==> run_1/final_clocks.png <==
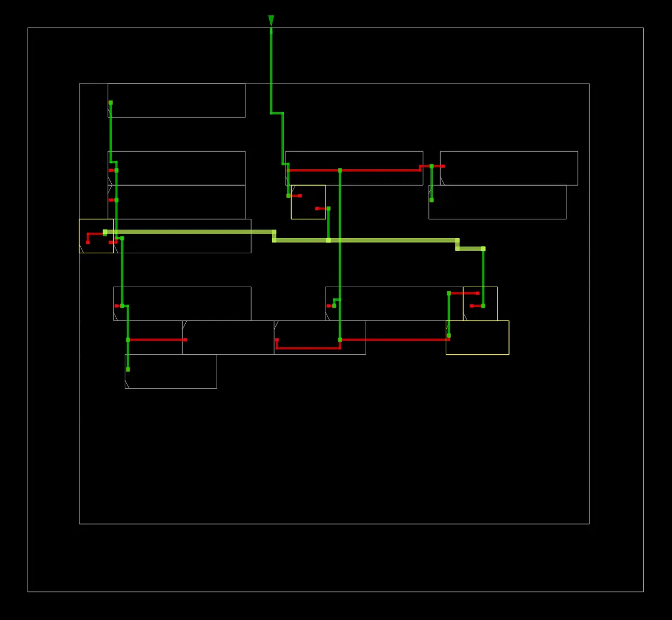
==> run_1/met2.png <==
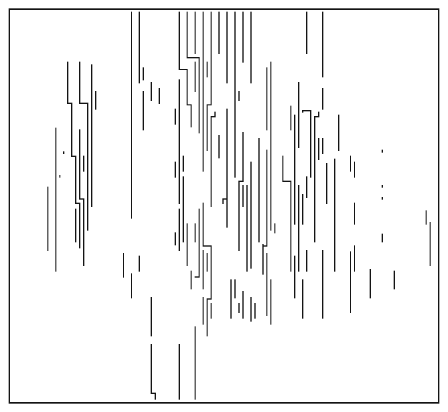
==> run_1/gate_families.png <==
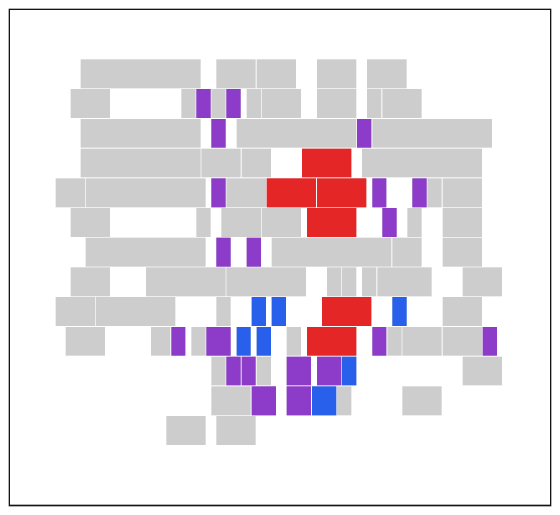
--- src/rtl/branch_redirect_ctrl_pkg.sv ---
// Shared types for the SPU odd-pipe branch redirect controller.
package spu_branch_pkg;
  localparam int PC_W_DEFAULT = 8;

  typedef enum logic [1:0] {IDLE, FLUSH, REDIRECT, REFILL} br_state_t;
  typedef logic [PC_W_DEFAULT-1:0] pc_t;
endpackage

--- src/rtl/branch_redirect_ctrl_sat_counter.sv ---
// Saturating event counter used for the optional branch statistics.
module sat_counter #(
  parameter int CNT_W = 16
) (
  input  logic             clock,
  input  logic             reset,
  input  logic             inc,
  output logic [CNT_W-1:0] count
);
  always_ff @(posedge clock) begin
    if (reset)
      count <= '0;
    else if (inc && (count != '1))
      count <= count + CNT_W'(1);
  end
endmodule

--- src/rtl/branch_redirect_ctrl.sv ---
// PC redirect sequencer after a resolved taken branch (IDLE/FLUSH/REDIRECT/REFILL).
// Optional statistics counters are built when BRANCH_STATS_EN is defined.
module branch_redirect_ctrl
  import spu_branch_pkg::*;
#(
  parameter int PC_W          = PC_W_DEFAULT,
  parameter int REFILL_CYCLES = 2,
  parameter int FLUSH_STAGES  = 3,
  parameter int CNT_W         = 16
) (
  input  logic                    clock,
  input  logic                    reset,
  input  logic                    br_valid,
  input  logic                    br_taken,
  input  logic [PC_W-1:0]         br_target,
  input  logic                    br_first,
  input  logic                    fetch_ready,
  output logic                    redirect_valid,
  output logic [PC_W-1:0]         redirect_pc,
  output logic                    kill_twin,
  output logic [FLUSH_STAGES-1:0] flush_vec,
  output logic                    stall_issue,
  output logic                    busy
`ifdef BRANCH_STATS_EN
  ,
  output logic [CNT_W-1:0]        taken_cnt,
  output logic [CNT_W-1:0]        not_taken_cnt,
  output logic [CNT_W-1:0]        stall_cnt
`endif
);
  localparam int RC_W = (REFILL_CYCLES > 1) ? $clog2(REFILL_CYCLES) : 1;
  localparam logic [RC_W-1:0] RC_LOAD = (REFILL_CYCLES > 0) ? RC_W'(REFILL_CYCLES - 1) : '0;

  br_state_t       state_q, state_d;
  logic [RC_W-1:0] refill_cnt_q;
  logic [PC_W-1:0] target_q;
  logic            first_q;
  logic            accept;

  always_comb begin
    state_d = state_q;
    accept  = 1'b0;
    case (state_q)
      IDLE: begin
        // Results arriving in any other state are wrong-path and dropped.
        if (br_valid && br_taken) begin
          state_d = FLUSH;
          accept  = 1'b1;
        end
      end
      FLUSH:    state_d = REDIRECT;
      REDIRECT: if (fetch_ready) state_d = (REFILL_CYCLES == 0) ? IDLE : REFILL;
      REFILL:   if (refill_cnt_q == '0) state_d = IDLE;
      default:  state_d = IDLE;
    endcase
  end

  always_ff @(posedge clock) begin
    if (reset) begin
      state_q      <= IDLE;
      refill_cnt_q <= '0;
    end else begin
      state_q <= state_d;
      if (state_q == REDIRECT && fetch_ready)
        refill_cnt_q <= RC_LOAD;
      else if (state_q == REFILL && refill_cnt_q != '0)
        refill_cnt_q <= refill_cnt_q - RC_W'(1);
    end
  end

  always_ff @(posedge clock) begin
    if (accept) begin
      target_q <= br_target;
      first_q  <= br_first;
    end
  end

  // Outputs decode the state flops only; the latched target is gated so reset shows 0.
  assign busy           = (state_q != IDLE);
  assign stall_issue    = busy;
  assign flush_vec      = {FLUSH_STAGES{state_q == FLUSH}};
  assign kill_twin      = (state_q == FLUSH) && first_q;
  assign redirect_valid = (state_q == REDIRECT);
  assign redirect_pc    = redirect_valid ? target_q : '0;

`ifdef BRANCH_STATS_EN
  logic taken_inc, not_taken_inc;
  assign taken_inc     = (state_q == IDLE) && br_valid && br_taken;
  assign not_taken_inc = (state_q == IDLE) && br_valid && !br_taken;

  sat_counter #(.CNT_W(CNT_W)) u_taken_cnt (
    .clock(clock), .reset(reset), .inc(taken_inc), .count(taken_cnt));
  sat_counter #(.CNT_W(CNT_W)) u_not_taken_cnt (
    .clock(clock), .reset(reset), .inc(not_taken_inc), .count(not_taken_cnt));
  sat_counter #(.CNT_W(CNT_W)) u_stall_cnt (
    .clock(clock), .reset(reset), .inc(stall_issue), .count(stall_cnt));
`endif
endmodule
--- config.mk ---
export PLATFORM = sky130hd
export DESIGN_NAME = branch_redirect_ctrl
export DESIGN_NICKNAME = d
export VERILOG_FILES = /design/src/rtl/branch_redirect_ctrl_pkg.sv /design/src/rtl/branch_redirect_ctrl_sat_counter.sv /design/src/rtl/branch_redirect_ctrl.sv
export SDC_FILE = /design/constraint.sdc
export NUM_CORES = 1
export LEC_CHECK = 0
export ABC_AREA = 1
export CAP_MARGIN = 20
export CORE_ASPECT_RATIO = 0.9
export CORE_MARGIN = 4
export CORE_UTILIZATION = 40
export CTS_BUF_LIST = sky130_fd_sc_hd__clkbuf_4 sky130_fd_sc_hd__clkbuf_8
export DETAILED_ROUTE_END_ITERATION = 10
export PLACE_DENSITY = 0.77
export SETUP_SLACK_MARGIN = 0.2
export SLEW_MARGIN = 20
export SYNTH_ARGS = -nofsm -noshare
export SYNTH_HDL_FRONTEND = slang
export SYNTH_SLANG_ARGS = --single-unit
--- constraint.sdc ---
create_clock -name clock -period 4.43 [get_ports clock]
set_input_delay 0.886 -clock clock [delete_from_list [all_inputs] [get_ports clock]]
set_output_delay 0.886 -clock clock [all_outputs]
set_load 0.02 [all_outputs]
==> summary.rpt, run 1 <==
RUN METRICS
----------------------------------------------------
[Floorplan]
  Core box area ........................ 1450 um^2

[Yosys]
  Count of distinct cell types in the synthesized netlist ........................ 12
  Post-synthesis area per instance ........................ 9.23 um^2
  Most common flop cell mapped by yosys ........................ sky130_fd_sc_hd__edfxtp_1
  Sequential cell area fraction in the yosys report ........................ 53.4%
  Post-synth area from yosys stat ........................ 618 um^2
  Number of warnings printed during yosys synthesis ........................ 0
  Count of instantiated cells in the yosys netlist ........................ 67
  Leading post-synthesis cells by cell area ........................ sky130_fd_sc_hd__edfxtp_1, sky130_fd_sc_hd__ha_1, sky130_fd_sc_hd__inv_1, sky130_fd_sc_hd__dfxtp_1, sky130_fd_sc_hd__nand2_1
  Area share of the leading cell type in the synthesized netlist ........................ 43.7%
  Cell with the most instances after synthesis ........................ sky130_fd_sc_hd__inv_1
  Number of storage elements in the synthesis netlist ........................ 12
  Cell area after synthesis ........................ 618 um^2

[CTS]
  Buffer levels on the longest clock path ........................ 2
  CTS tree ........................ done
  Total setup buffers inserted after CTS ........................ 0
  Reg clk slew, reported paths ........................ 0.08 ns
  CTS resizes ........................ 0
  Clock root buffer master ........................ sky130_fd_sc_hd__clkbuf_4

[Global routing]
  Global Route met1 Usage ........................ 11.0%
  GR met2 Demand/Resource ........................ 23.3%
  Wire length of the first global-routing pass ........................ 1.89 mm

[Job]
  Max cap viols ........................ 0

[Worst setup path]
  Critical path required time ........................ 3.54 ns
  Category of the most critical setup path ........................ reg -> out
  Critical Path AT ........................ 1.87 ns
  Library cell contributing the largest single delay on the critical path ........................ sky130_fd_sc_hd__clkdlybuf4s50_1

[Placed design]
  Port buffer count ........................ 28

[Detailed routing]
  Pre-antenna DRT Iters ........................ 3
  Vias after detailed routing ........................ 478

[Power and ir drop]
  Overall power consumption ........................ 530 uW

[Timing]
  Slew @ Worst Pin ........................ 0.719 ns

[Cells and area]
  Cell area after layout ........................ 926 um^2

[Outcome]
  Run status ........................ complete, no violations

----------------------------------------------------
About final_clocks.png:
clkbuf count: 4
clock buffer count from CTS: 3
clock insertion delay at the later pin of the skew report: 0.27 ns
setup clock skew after layout: 0.00817 ns
clock-net power: 85.3 uW

About met2.png:
The wires run mostly vertical. 93 nets have wire on it.

About gate_families.png:
adder and majority cells: marked red, cells 6. NAND gates: marked purple, cells 20. NOR gates: marked blue, cells 7.

==> run 1: sequential cells by signal (all words and copies together) (netlist names) <==
register	count
refill_cnt_q	1
target_q	8
state_q	2
first_q	1
==> run 1: cell type report <==
| type | count | area (um^2) | share of cell area, % |
|---|---|---|---|
| clock buffers | 4 | 36.3 | 3.92 |
| inverters | 17 | 63.8 | 6.89 |
| multi-input cells | 34 | 196 | 21.2 |
| flip-flops and latches | 12 | 330 | 35.7 |
| well taps | 15 | 18.8 | 2.03 |
| repair buffers | 28 | 280 | 30.3 |
==> run 1: path summary, 6_finish.rpt <==
check | startpoint | end | depth (start not counted)
worst max register to register | state_q[0] | target_q[6] | 4
worst max-delay path | state_q[0] | redirect_pc[7] | 5
worst min register to register | refill_cnt_q | refill_cnt_q | 2
worst min-delay path | refill_cnt_q | refill_cnt_q | 2
==> run 1: critical path, delay by kind of cell, from the launching register on <==
family	cells	cell delay [ns]
buffers and inverters	3	0.81
flip-flops	1	0.34
adder cells (fa/ha/maj)	1	0.34
AND/OR/NAND/NOR	1	0.10
==> run 1: cells in the final DEF (no fill, tap or decap), types with 2 or more instances in the layout <==
| cell type | synthesis | routed |
|---|---|---|
| sky130_fd_sc_hd__clkbuf_4 | 0 | 3 |
| sky130_fd_sc_hd__ha_1 | 6 | 6 |
| sky130_fd_sc_hd__dfxtp_1 | 3 | 3 |
| sky130_fd_sc_hd__nand2_2 | 3 | 3 |
| sky130_fd_sc_hd__nand4_1 | 2 | 2 |
| sky130_fd_sc_hd__clkdlybuf4s50_1 | 0 | 28 |
| sky130_fd_sc_hd__nand2_1 | 15 | 15 |
| sky130_fd_sc_hd__edfxtp_1 | 9 | 9 |
| sky130_fd_sc_hd__nor2_1 | 6 | 6 |
| sky130_fd_sc_hd__inv_1 | 17 | 17 |
==> run 1: power by group <==
| group | internal, uW | total (uW) | switching (uW) |
|---|---|---|---|
| registers | 143 | 156 | 13.4 |
| clock network | 50.0 | 85.3 | 35.3 |
| logic | 129 | 289 | 159 |
==> run 1: metrics by stage <==
step / instances / util (%) / setup slack, ns
2_1_floorplan: 67 / - / 2.55
4_1_cts: 110 / 64.0 / 1.66
3_3_place_gp: 106 / 61.5 / 2.04
5_1_grt: 110 / 64.0 / 1.51
6_report: 110 / 64.0 / 1.67
3_5_place_dp: 106 / 61.5 / 1.97
==> run 1: metal layers <==
metal	vias to the layer above	wire, um
met2	15	694
met1	212	438
met5	-	0
li1	251	-
met3	0	100
met4	0	0
==> run 1: kinds of logic after synthesis <==
| group | count (synthesis) | share of synthesized area [%] |
|---|---|---|
| flip-flops | 12 | 53.4 |
| buffers and inverters | 21 | 14.8 |
| adder cells (fa/ha/maj) | 6 | 12.1 |
| AND-OR/OR-AND | 1 | 0.809 |
| AND/OR/NAND/NOR | 27 | 18.8 |
==> run 1 -> run 2 <==
CORE_UTILIZATION = 37   (was 40)
PLACE_DENSITY = 0.75   (was 0.77)
clock period = 2.33 ns   (was 4.43 ns; I/O delays follow)
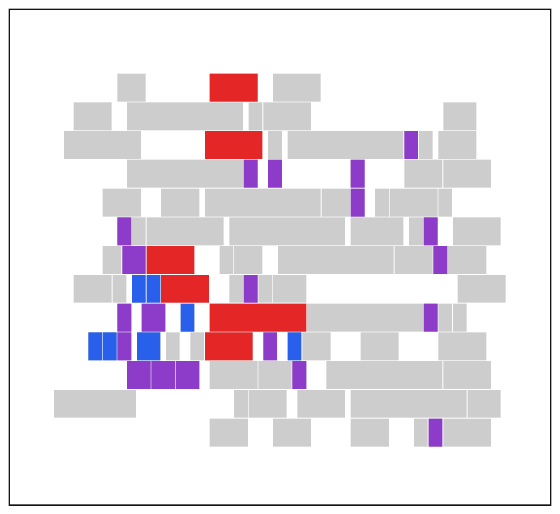
(run_2/gate_families.png)
NOR gates: marked blue, cells 7. NAND gates: marked purple, cells 20. adder and majority cells: marked red, cells 6.

==> run 2 against run 1 <==
Register-to-register slack worse by 1.7 ns. Largest power group unchanged. Highest routed layer is now met4. Largest cell class unchanged. Critical endpoint is now stall_issue. Cell count up 7.3%. Critical path depth down 1. Non-clock buffer count up 1.
==> summary.rpt, run 2 <==
RUN METRICS
----------------------------------------------------
[CTS]
  Buffer levels on the longest clock path ........................ 2
  Clock buffer count from CTS ........................ 3
  CTS resizes ........................ 8

[Power and ir drop]
  Overall power consumption ........................ 1000 uW
  Flop pwr share ........................ 30.3%
  Switching component of the power ........................ 405 uW

[Cells and area]
  Most flops, register ........................ target_q
  Commonest non-fill, non-tap cells in the layout ........................ sky130_fd_sc_hd__inv_1, sky130_fd_sc_hd__nand2_1, sky130_fd_sc_hd__clkdlybuf4s50_1

[Job]
  Max cap viols ........................ 0

[Detailed routing]
  Pre-antenna DRT Iters ........................ 2

[Yosys]
  Area share of the leading cell type in the synthesized netlist ........................ 43.7%
  Leading post-synthesis cells by cell area ........................ sky130_fd_sc_hd__edfxtp_1, sky130_fd_sc_hd__ha_1, sky130_fd_sc_hd__inv_1, sky130_fd_sc_hd__dfxtp_1, sky130_fd_sc_hd__nand2_1
  Post-synthesis area per instance ........................ 9.23 um^2
  Sequential cell area fraction in the yosys report ........................ 53.4%
  Number of storage elements in the synthesis netlist ........................ 12
  Most common flop cell mapped by yosys ........................ sky130_fd_sc_hd__edfxtp_1
  Count of distinct cell types in the synthesized netlist ........................ 12

[Worst setup path]
  Critical path required time ........................ 1.86 ns
  Category of the most critical setup path ........................ reg -> out
  Critical Path AT ........................ 1.42 ns

[Outcome]
  Run status ........................ complete, no violations

----------------------------------------------------
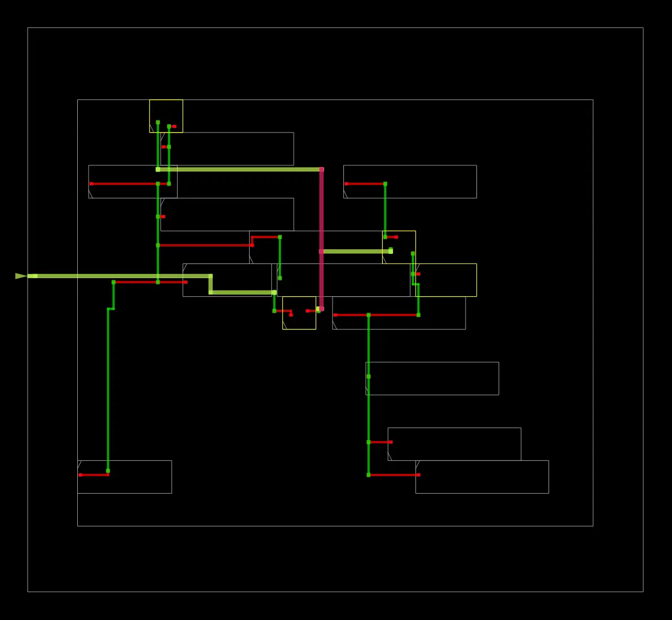
(run_2/final_clocks.png)
setup clock skew after layout: 0.00314 ns
clock sink count: 12
number of sequential storage elements: 12
clock-net power: 164 uW

[run 2: cell count changes in the layout (fill, tap and decap cells not counted), moves of 2 or more]
cell,previous run,this run
sky130_fd_sc_hd__clkdlybuf4s50_1,28,13
sky130_fd_sc_hd__ha_1,6,4
sky130_fd_sc_hd__dlymetal6s2s_1,0,11
sky130_fd_sc_hd__dlygate4sd2_1,0,4
[run 2: worst paths after layout]
path | startpoint | endpoint | slack (ns) | cells past startpoint
max | state_q[0] | stall_issue | 0.45 | 4
min | refill_cnt_q | refill_cnt_q | 0.49 | 2
max reg2reg | state_q[0] | target_q[6] | 1.06 | 5
min reg2reg | refill_cnt_q | refill_cnt_q | 0.49 | 2
[run 2: cells by family (layout without fill, tap and decap cells)]
group,count (synthesis),in the layout,share of synthesized area (%)
AND/OR/NAND/NOR,27,27,18.8
buffers and inverters,21,50,14.8
flip-flops,12,12,53.4
adder cells (fa/ha/maj),6,6,12.1
AND-OR/OR-AND,1,1,0.809
[run 2: metrics by stage]
stage / cells / util (%) / instance area (um^2)
floorplan: 67 / - / 618
CTS: 118 / 63.0 / 953
global placement: 114 / 59.9 / 906
detailed placement: 114 / 59.9 / 906
global route: 118 / 64.8 / 981
finish: 118 / 64.8 / 981
[run 2: area by class of cell]
class | instances | area (um^2) | share of cell area, %
Sequential cell | 12 | 332 | 33.8
Timing Repair Buffer | 29 | 310 | 31.6
Multi-Input combinational cell | 34 | 211 | 21.6
Inverter | 17 | 63.8 | 6.51
Clock buffer | 4 | 36.3 | 3.70
Tap cell | 22 | 27.5 | 2.81
[run 2: layer usage]
metal / share of wire [%] / routed length, um / GRT usage (%)
met1: 39 / 500 / 12.5
met2: 49 / 633 / 21.1
met3: 11 / 147 / 7.30
met4: 0.85 / 11 / 3.23
met5: 0 / 0 / 0
[run 2: worst max-delay path: cells and delay by family, from the launching register on]
kind                       cells  cell delay (ns)
buffers and inverters          3             0.53
DFF                            1             0.40
adders and majority gates      1             0.22
[run 2: power groups by stage]
stage                     clock network [uW]  registers [uW]  logic (uW)
after floorplan                            0             295         355
after global placement                     0             298         545
after detailed placement                   0             301         562
after CTS                                172             302         557
after global routing                     180             307         593
final                                    164             303         533
==> run 2 -> run 3 <==
CORE_UTILIZATION = 40   (was 37)
PLACE_DENSITY = 0.77   (was 0.75)
clock period = 1.8 ns   (was 2.33 ns; I/O delays follow)
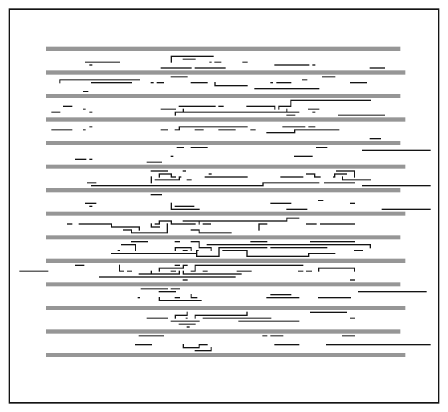
(run_3/met1.png)
Supply wires on this layer in gray.
The longest straight run is 19.8 um. 105 nets have wire on it.

==> run 3 against run 2 <==
Sequential power up 26%. Critical endpoint is now redirect_pc[3]. Cell count down 2.5%. Wire length up 3.1%. Clock-buffer cell count unchanged. Sequential share of layout area up 1.9 points. Die area down 6.3%. First-iteration DRC count down 86%. Via count up 2.0%. Highest routed layer unchanged. Synthesized cell count unchanged. Largest power group unchanged. Register-to-register slack worse by 0.51 ns. Combinational power up 39%.
==> summary.rpt, run 3 <==
RUN METRICS
----------------------------------------------------
[Min path]
  Number of stages on the worst hold path ........................ 2

[Cells and area]
  Flop area ........................ 333 um^2
  Most flops, register ........................ target_q
  Utilization after layout ........................ 64.5%

[Power and ir drop]
  Internal power consumption ........................ 758 uW
  Flop pwr share ........................ 29.4%

[Job]
  Max cap viols ........................ 0

[Outcome]
  Run status ........................ complete, no violations

[Placed design]
  Placed insts ........................ 110
  Post-placement cell area ........................ 920 um^2
  Port buffer count ........................ 28

[Floorplan]
  Core box area ........................ 1450 um^2

[Yosys]
  Count of distinct cell types in the synthesized netlist ........................ 12
  Area share of the leading cell type in the synthesized netlist ........................ 43.7%
  Leading post-synthesis cells by cell area ........................ sky130_fd_sc_hd__edfxtp_1, sky130_fd_sc_hd__ha_1, sky130_fd_sc_hd__inv_1, sky130_fd_sc_hd__dfxtp_1, sky130_fd_sc_hd__nand2_1
  Count of instantiated cells in the yosys netlist ........................ 67
  Most common flop cell mapped by yosys ........................ sky130_fd_sc_hd__edfxtp_1
  Number of warnings printed during yosys synthesis ........................ 0

[CTS]
  Clock sink count ........................ 12
  Buffer levels on the longest clock path ........................ 2
  Clock insertion delay at the later pin of the skew report ........................ 0.27 ns

[Worst setup path]
  Worst R2R Setup Slack ........................ 0.55 ns

[Timing]
  Slew @ Worst Pin ........................ 0.203 ns
  Setup clock skew after layout ........................ 0.000673 ns

----------------------------------------------------
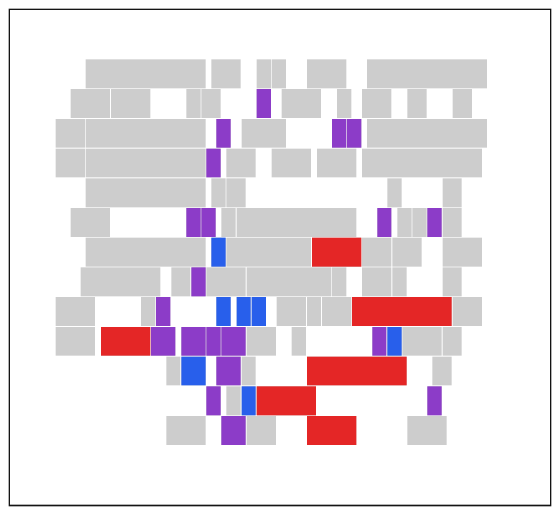
(run_3/gate_families.png)
NOR gates: marked blue, cells 7, where center. NAND gates: marked purple, cells 20. adder and majority cells: marked red, cells 6.

## run 3: area by class of cell
cell class	count	share of cell area (%)
clock buffer	4	3.22
sequential	12	35.7
inverter	17	6.84
multi-input combinational	34	24.0
timing repair buffer	33	28.3
tap	15	2.01
## run 3: layer usage
layer,vias up,routed length [um],track usage [%]
met2,23,688,22.7
li1,263,-,-
met1,209,517,12.8
met5,-,0,0
met3,4,97,6.27
met4,0,29,8.29
## run 3: worst paths after layout
path                                    from              to
worst max-delay path              state_q[0]  redirect_pc[3]
worst min-delay path            refill_cnt_q    refill_cnt_q
worst max register to register    state_q[1]     target_q[5]
worst min register to register  refill_cnt_q    refill_cnt_q
## run 3: power groups by stage
stage          registers (uW)  logic [uW]  clock network, uW
6_report                  383         741                181
5_1_grt                   388         823                213
4_1_cts                   381         747                190
3_5_place_dp              377         780                  0
3_3_place_gp              376         754                  0
2_1_floorplan             382         460                  0
## run 3: repair_timing
item                                    4_1_cts  5_1_grt
endpoints found under the setup margin       15       15
buffers inserted                              0        1
pin swaps                                     1        1
gates cloned                                  0        0
resized                                      50       20
## run 3: cells by family after synthesis
logic type	count (synthesis)	synth area share, %
buffers and inverters	21	14.8
AND/OR/NAND/NOR	27	18.8
AND-OR/OR-AND	1	0.809
adder cells (fa/ha/maj)	6	12.1
flip-flops	12	53.4
## run 3: worst min-delay path: stages (launching register included)
cell and delay, ns:
sky130_fd_sc_hd__dfxtp_1 0.32, sky130_fd_sc_hd__nand2_1 0.06, sky130_fd_sc_hd__a21oi_1 0.05
## run 3: through the flow
step | worst slack, ns | hold slack (ns) | power (uW)
2_1_floorplan | 0.264 | 0.429 | 842
3_3_place_gp | 0.0106 | 0.465 | 1130
3_5_place_dp | -0.0500 | 0.473 | 1160
4_1_cts | 0.149 | 0.482 | 1320
5_1_grt | 0.158 | 0.519 | 1420
6_report | 0.223 | 0.475 | 1300

==> screenshots <==
M3 wires.
panel A
Scale bar: 10 um. Cells faint in the background.
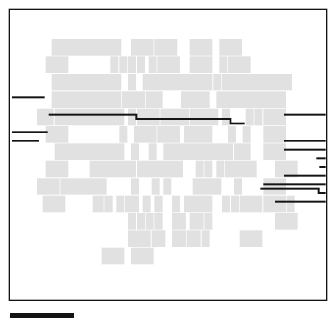
panel B
Scale bar: 20 um. Cells faint in the background.
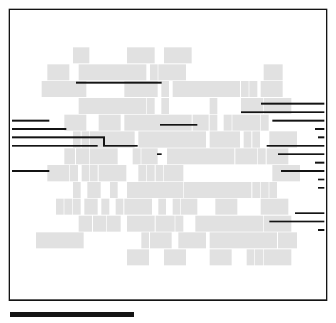
| picture | from |
|---|---|
| panel A | run 1 |
| panel B | run 2 |

Power and IR drop assume default switching activity.
